### src/rtl/rv32_pkg.sv
// Shared RV32I encode/decode definitions: opcodes, funct fields, command kinds and the alu_op map.
// IMM_RANGE_CHECK_EN enables the immediate-fit helpers' use in rv32_encode_word.
package rv32_pkg;

    localparam logic [6:0] OPC_OP     = 7'b0110011;
    localparam logic [6:0] OPC_OP_IMM = 7'b0010011;
    localparam logic [6:0] OPC_LOAD   = 7'b0000011;
    localparam logic [6:0] OPC_STORE  = 7'b0100011;
    localparam logic [6:0] OPC_JAL    = 7'b1101111;
    localparam logic [6:0] OPC_JALR   = 7'b1100111;

    localparam logic [6:0] F7_BASE = 7'b0000000;
    localparam logic [6:0] F7_ALT  = 7'b0100000;

    localparam logic [2:0] F3_ADD  = 3'b000;
    localparam logic [2:0] F3_SLL  = 3'b001;
    localparam logic [2:0] F3_SLT  = 3'b010;
    localparam logic [2:0] F3_SLTU = 3'b011;
    localparam logic [2:0] F3_XOR  = 3'b100;
    localparam logic [2:0] F3_SR   = 3'b101;
    localparam logic [2:0] F3_OR   = 3'b110;
    localparam logic [2:0] F3_AND  = 3'b111;
    localparam logic [2:0] F3_JALR = 3'b000;

    typedef enum logic [2:0] {
        KIND_R     = 3'd0,
        KIND_I     = 3'd1,
        KIND_LOAD  = 3'd2,
        KIND_STORE = 3'd3,
        KIND_JAL   = 3'd4,
        KIND_JALR  = 3'd5
    } cmd_kind_e;

    typedef enum logic [4:0] {
        ALU_ADD   = 5'd0,
        ALU_SUB   = 5'd1,
        ALU_SLL   = 5'd2,
        ALU_SLT   = 5'd3,
        ALU_SLTU  = 5'd4,
        ALU_XOR   = 5'd5,
        ALU_SRL   = 5'd6,
        ALU_SRA   = 5'd7,
        ALU_OR    = 5'd8,
        ALU_AND   = 5'd9,
        ALU_ADDI  = 5'd10,
        ALU_SLLI  = 5'd11,
        ALU_SLTI  = 5'd12,
        ALU_SLTIU = 5'd13,
        ALU_XORI  = 5'd14,
        ALU_SRLI  = 5'd15,
        ALU_SRAI  = 5'd16,
        ALU_ORI   = 5'd17,
        ALU_ANDI  = 5'd18
    } alu_op_e;

    function automatic logic simm12_fits(input logic [31:0] v);
        return (v[31:11] == {21{v[11]}});
    endfunction

    function automatic logic simm21_fits(input logic [31:0] v);
        return (v[31:20] == {12{v[20]}});
    endfunction

endpackage

### src/rtl/rv32_encode_word.sv
// Combinational micro-op -> RV32I word encoder with illegal-command detection.
// IMM_RANGE_CHECK_EN additionally rejects immediates that do not fit their field.
module rv32_encode_word
    import rv32_pkg::*;
(
    input  logic [2:0]  i_kind,
    input  logic [4:0]  i_alu_op,
    input  logic [2:0]  i_width,
    input  logic [4:0]  i_rd,
    input  logic [4:0]  i_rs1,
    input  logic [4:0]  i_rs2,
    input  logic [31:0] i_imm,
    output logic [31:0] o_word,
    output logic        o_illegal
);

    logic [2:0] w_f3;
    logic [6:0] w_f7;
    logic       w_r_ok;
    logic       w_i_ok;
    logic       w_is_shift;
    logic       w_bad_simm12;
    logic       w_bad_shamt;
    logic       w_bad_jal;
    logic       w_unused_imm;

`ifdef IMM_RANGE_CHECK_EN
    assign w_bad_simm12 = !simm12_fits(i_imm);
    assign w_bad_shamt  = (i_imm[31:5] != 27'd0);
    assign w_bad_jal    = !simm21_fits(i_imm) || i_imm[0];
`else
    assign w_bad_simm12 = 1'b0;
    assign w_bad_shamt  = 1'b0;
    assign w_bad_jal    = 1'b0;
`endif
    assign w_unused_imm = ^{i_imm[31:21], i_imm[0]};

    // alu_op -> funct3/funct7 and which command kind the op belongs to
    always_comb begin
        w_f3       = F3_ADD;
        w_f7       = F7_BASE;
        w_r_ok     = 1'b0;
        w_i_ok     = 1'b0;
        w_is_shift = 1'b0;
        case (i_alu_op)
            ALU_ADD:   begin w_f3 = F3_ADD;  w_r_ok = 1'b1; end
            ALU_SUB:   begin w_f3 = F3_ADD;  w_f7 = F7_ALT; w_r_ok = 1'b1; end
            ALU_SLL:   begin w_f3 = F3_SLL;  w_r_ok = 1'b1; end
            ALU_SLT:   begin w_f3 = F3_SLT;  w_r_ok = 1'b1; end
            ALU_SLTU:  begin w_f3 = F3_SLTU; w_r_ok = 1'b1; end
            ALU_XOR:   begin w_f3 = F3_XOR;  w_r_ok = 1'b1; end
            ALU_SRL:   begin w_f3 = F3_SR;   w_r_ok = 1'b1; end
            ALU_SRA:   begin w_f3 = F3_SR;   w_f7 = F7_ALT; w_r_ok = 1'b1; end
            ALU_OR:    begin w_f3 = F3_OR;   w_r_ok = 1'b1; end
            ALU_AND:   begin w_f3 = F3_AND;  w_r_ok = 1'b1; end
            ALU_ADDI:  begin w_f3 = F3_ADD;  w_i_ok = 1'b1; end
            ALU_SLLI:  begin w_f3 = F3_SLL;  w_i_ok = 1'b1; w_is_shift = 1'b1; end
            ALU_SLTI:  begin w_f3 = F3_SLT;  w_i_ok = 1'b1; end
            ALU_SLTIU: begin w_f3 = F3_SLTU; w_i_ok = 1'b1; end
            ALU_XORI:  begin w_f3 = F3_XOR;  w_i_ok = 1'b1; end
            ALU_SRLI:  begin w_f3 = F3_SR;   w_i_ok = 1'b1; w_is_shift = 1'b1; end
            ALU_SRAI:  begin w_f3 = F3_SR;   w_f7 = F7_ALT; w_i_ok = 1'b1; w_is_shift = 1'b1; end
            ALU_ORI:   begin w_f3 = F3_OR;   w_i_ok = 1'b1; end
            ALU_ANDI:  begin w_f3 = F3_AND;  w_i_ok = 1'b1; end
            default:   begin w_f3 = F3_ADD;  w_f7 = F7_BASE; end
        endcase
    end

    // Field packing per instruction format
    always_comb begin
        o_word    = 32'h0000_0000;
        o_illegal = 1'b0;
        case (i_kind)
            KIND_R: begin
                o_word    = {w_f7, i_rs2, i_rs1, w_f3, i_rd, OPC_OP};
                o_illegal = !w_r_ok;
            end
            KIND_I: begin
                if (w_is_shift) begin
                    o_word    = {w_f7, i_imm[4:0], i_rs1, w_f3, i_rd, OPC_OP_IMM};
                    o_illegal = !w_i_ok || w_bad_shamt;
                end else begin
                    o_word    = {i_imm[11:0], i_rs1, w_f3, i_rd, OPC_OP_IMM};
                    o_illegal = !w_i_ok || w_bad_simm12;
                end
            end
            KIND_LOAD: begin
                o_word    = {i_imm[11:0], i_rs1, i_width, i_rd, OPC_LOAD};
                o_illegal = (i_width == 3'd3) || (i_width > 3'd5) || w_bad_simm12;
            end
            KIND_STORE: begin
                o_word    = {i_imm[11:5], i_rs2, i_rs1, i_width, i_imm[4:0], OPC_STORE};
                o_illegal = (i_width > 3'd2) || w_bad_simm12;
            end
            KIND_JAL: begin
                o_word    = {i_imm[20], i_imm[10:1], i_imm[11], i_imm[19:12], i_rd, OPC_JAL};
                o_illegal = w_bad_jal;
            end
            KIND_JALR: begin
                o_word    = {i_imm[11:0], i_rs1, F3_JALR, i_rd, OPC_JALR};
                o_illegal = w_bad_simm12;
            end
            default: begin
                o_word    = 32'h0000_0000;
                o_illegal = 1'b1;
            end
        endcase
    end

endmodule

### src/rtl/rv32_instr_encoder.sv
// RV32I instruction encoder: command stream in, {word, byte address} stream out via a 2-entry skid FIFO.
// Build with IMM_RANGE_CHECK_EN defined to reject out-of-range immediates as illegal.
module rv32_instr_encoder
    import rv32_pkg::*;
#(
    parameter int ADDR_W = 32,
    parameter int CNT_W  = 16
) (
    input  logic              clk,
    input  logic              rst_n,
    input  logic              cmd_valid,
    output logic              cmd_ready,
    input  logic [2:0]        cmd_kind,
    input  logic [4:0]        cmd_alu_op,
    input  logic [2:0]        cmd_width,
    input  logic [4:0]        cmd_rd,
    input  logic [4:0]        cmd_rs1,
    input  logic [4:0]        cmd_rs2,
    input  logic [31:0]       cmd_imm,
    output logic              out_valid,
    input  logic              out_ready,
    output logic [31:0]       out_instr,
    output logic [ADDR_W-1:0] out_addr,
    input  logic              base_load,
    input  logic [ADDR_W-1:0] base_addr,
    output logic              err_illegal,
    input  logic              err_clear,
    output logic [CNT_W-1:0]  instr_count
);

    localparam logic [ADDR_W-1:0] ADDR_STEP = {{(ADDR_W-3){1'b0}}, 3'b100};

    logic              r_out_valid;
    logic [31:0]       r_out_instr;
    logic [ADDR_W-1:0] r_out_addr;
    logic              r_skid_valid;
    logic [31:0]       r_skid_instr;
    logic [ADDR_W-1:0] r_skid_addr;
    logic [ADDR_W-1:0] r_addr_cnt;
    logic              r_err;
    logic [CNT_W-1:0]  r_count;

    logic [31:0]       w_word;
    logic              w_illegal;
    logic              w_accept;
    logic              w_push;
    logic              w_pop;
    logic [ADDR_W-1:0] w_base_aligned;
    logic [ADDR_W-1:0] w_slot_addr;
    logic              w_unused_base;

    rv32_encode_word u_encode (
        .i_kind    (cmd_kind),
        .i_alu_op  (cmd_alu_op),
        .i_width   (cmd_width),
        .i_rd      (cmd_rd),
        .i_rs1     (cmd_rs1),
        .i_rs2     (cmd_rs2),
        .i_imm     (cmd_imm),
        .o_word    (w_word),
        .o_illegal (w_illegal)
    );

    // The skid slot is only ever occupied behind a valid head, so it alone marks "full".
    assign cmd_ready      = !(r_out_valid && r_skid_valid);
    assign w_accept       = cmd_valid && cmd_ready;
    assign w_push         = w_accept && !w_illegal;
    assign w_pop          = r_out_valid && out_ready;
    assign w_base_aligned = {base_addr[ADDR_W-1:2], 2'b00};
    assign w_slot_addr    = base_load ? w_base_aligned : r_addr_cnt;
    assign w_unused_base  = ^base_addr[1:0];

    // Head (output) register and skid entry
    always_ff @(posedge clk) begin
        if (!rst_n) begin
            r_out_valid  <= 1'b0;
            r_out_instr  <= 32'h0000_0000;
            r_out_addr   <= {ADDR_W{1'b0}};
            r_skid_valid <= 1'b0;
            r_skid_instr <= 32'h0000_0000;
            r_skid_addr  <= {ADDR_W{1'b0}};
        end else if (!r_out_valid || w_pop) begin
            if (r_skid_valid) begin
                r_out_valid  <= 1'b1;
                r_out_instr  <= r_skid_instr;
                r_out_addr   <= r_skid_addr;
                r_skid_valid <= 1'b0;
            end else if (w_push) begin
                r_out_valid  <= 1'b1;
                r_out_instr  <= w_word;
                r_out_addr   <= w_slot_addr;
            end else begin
                r_out_valid  <= 1'b0;
            end
        end else if (w_push) begin
            r_skid_valid <= 1'b1;
            r_skid_instr <= w_word;
            r_skid_addr  <= w_slot_addr;
        end else begin
            r_skid_valid <= r_skid_valid;
        end
    end

    // Address counter, sticky illegal flag (set beats clear) and emitted-word count
    always_ff @(posedge clk) begin
        if (!rst_n) begin
            r_addr_cnt <= {ADDR_W{1'b0}};
            r_err      <= 1'b0;
            r_count    <= {CNT_W{1'b0}};
        end else begin
            if (w_push) begin
                r_addr_cnt <= w_slot_addr + ADDR_STEP;
            end else if (base_load) begin
                r_addr_cnt <= w_base_aligned;
            end else begin
                r_addr_cnt <= r_addr_cnt;
            end
            if (w_accept && w_illegal) begin
                r_err <= 1'b1;
            end else if (err_clear) begin
                r_err <= 1'b0;
            end else begin
                r_err <= r_err;
            end
            if (w_pop) begin
                r_count <= r_count + {{(CNT_W-1){1'b0}}, 1'b1};
            end else begin
                r_count <= r_count;
            end
        end
    end

    assign out_valid   = r_out_valid;
    assign out_instr   = r_out_instr;
    assign out_addr    = r_out_addr;
    assign err_illegal = r_err;
    assign instr_count = r_count;

endmodule

### config.mk
export PLATFORM = sky130hd
export DESIGN_NAME = rv32_instr_encoder
export DESIGN_NICKNAME = d
export VERILOG_FILES = /design/src/rtl/rv32_pkg.sv /design/src/rtl/rv32_encode_word.sv /design/src/rtl/rv32_instr_encoder.sv
export SDC_FILE = /design/constraint.sdc
export NUM_CORES = 1
export LEC_CHECK = 0
export CAP_MARGIN = 5
export CORE_MARGIN = 2
export CORE_UTILIZATION = 55
export CTS_CLUSTER_SIZE = 8
export DETAILED_ROUTE_END_ITERATION = 12
export HOLD_SLACK_MARGIN = 0.05
export PLACE_DENSITY_LB_ADDON = 0.08
export SKIP_LAST_GASP = 1
export SLEW_MARGIN = 20
export SYNTH_ARGS = -nofsm -noshare
export SYNTH_HDL_FRONTEND = slang
export SYNTH_SLANG_ARGS = --single-unit
### constraint.sdc
create_clock -name clk -period 5.95 [get_ports clk]
set_input_delay 1.785 -clock clk [delete_from_list [all_inputs] [get_ports clk]]
set_output_delay 1.785 -clock clk [all_outputs]
set_load 0.005 [all_outputs]
==> images/flops_by_reg.png <==
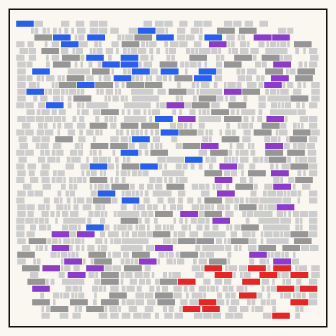
[r_skid_addr] purple | placed flops: 32 | where: widely spread
[instr_count] red | placed flops: 16 | where: lower right
[out_instr] blue | placed flops: 30
not coloured: 97
Final Util: 72.7%
Seq group: 1.25 mW
FF/Latch Area: 3500 um2

==> images/io_placement.png <==
Pins as bars across the die edge, other pins in grey.
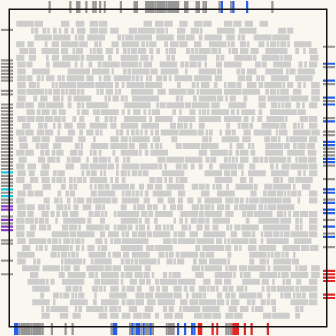
[cmd_alu_op] purple | pins: 5 | direction: input | edge: left
[base_addr] blue | pins: 32 | direction: input | edge: 16 right, 13 bottom, 3 top
[cmd_kind] cyan | pins: 3 | direction: input | edge: left
[instr_count] red | pins: 16 | direction: output | edge: 10 bottom, 6 right
all pins by edge: 51 bottom, 51 left, 39 top, 38 right
Die Ht: 127 um
Buffers on Ports: 165
die width: 127 um

==> impl_metrics.yaml <==
# synthesis and place-and-route metrics
yosys:
  edf_count: 0
  synthSimpleGateAreaFrac_pct: 24.2
  adder_share_pct: 0.303
  area_leaders: "dfxtp_1 (42%), nor2_1 (5.6%), nand2_1 (5.4%)"
  syn_nets: 1106
routing:
  drtIter0Drc: 652
  vias: 7901
  met3_wirelength_um: 1410
  routed_wl_um: 21800
  met1_length_um: 9860
placement:
  dp_cells: 1290
  place_area_um2: 9960
  routabilityCongestion: 0.806
worst_hold_path:
  worstHoldStart: "out_addr[15]"
power:
  seq_power_share_pct: 43.1
  switching_power_mw: 0.718
die:
  io_pins: 179
  die-area_um2: 16000
  rows: 44
outcome:
  outcome: "complete, no violations"
clock_network:
  cts_tree: "built"
  ctsHoldBuffers: 0
  path_clk_slew_ns: 0.06
worst_setup_path:
  r2r_end: "out_addr[12]"
  r2r_cells: 7
  ff2ff_setup_slack_ns: 2.83
flow_run:
  warning_count: 39
global_routing:
  grt_util_met2_pct: 44.7
finish:
  nNonClkBuffers: 186
final_timing:
  slew_headroom_pct: 29.8
  timing.final.ws_setup_ns: 1.84
## how the worst max path moves through the flow
stage / depth (start not counted) / endpoint / slack (ns)
finish: 8 / r_addr_cnt[31] / 1.84
CTS: 8 / r_addr_cnt[31] / 1.90
global placement: 10 / out_addr[5] / 1.49
global route: 8 / r_addr_cnt[31] / 1.65
detailed placement: 10 / out_addr[13] / 1.48
floorplan: 10 / r_addr_cnt[24] / 2.34
## synthesized netlist by cell type, types with 11 or more instances
cell type	instances
and3_1	11
o211ai_1	28
nor3_1	74
buf_2	15
nand4_1	12
nand2_1	120
clkbuf_1	66
mux2i_1	35
a21oi_1	72
xnor2_1	11
dfxtp_1	175
o21ai_0	19
a211oi_1	41
a221oi_1	20
nor2_1	124
nand3_1	16
Power is estimated from default activity; no workload was simulated.
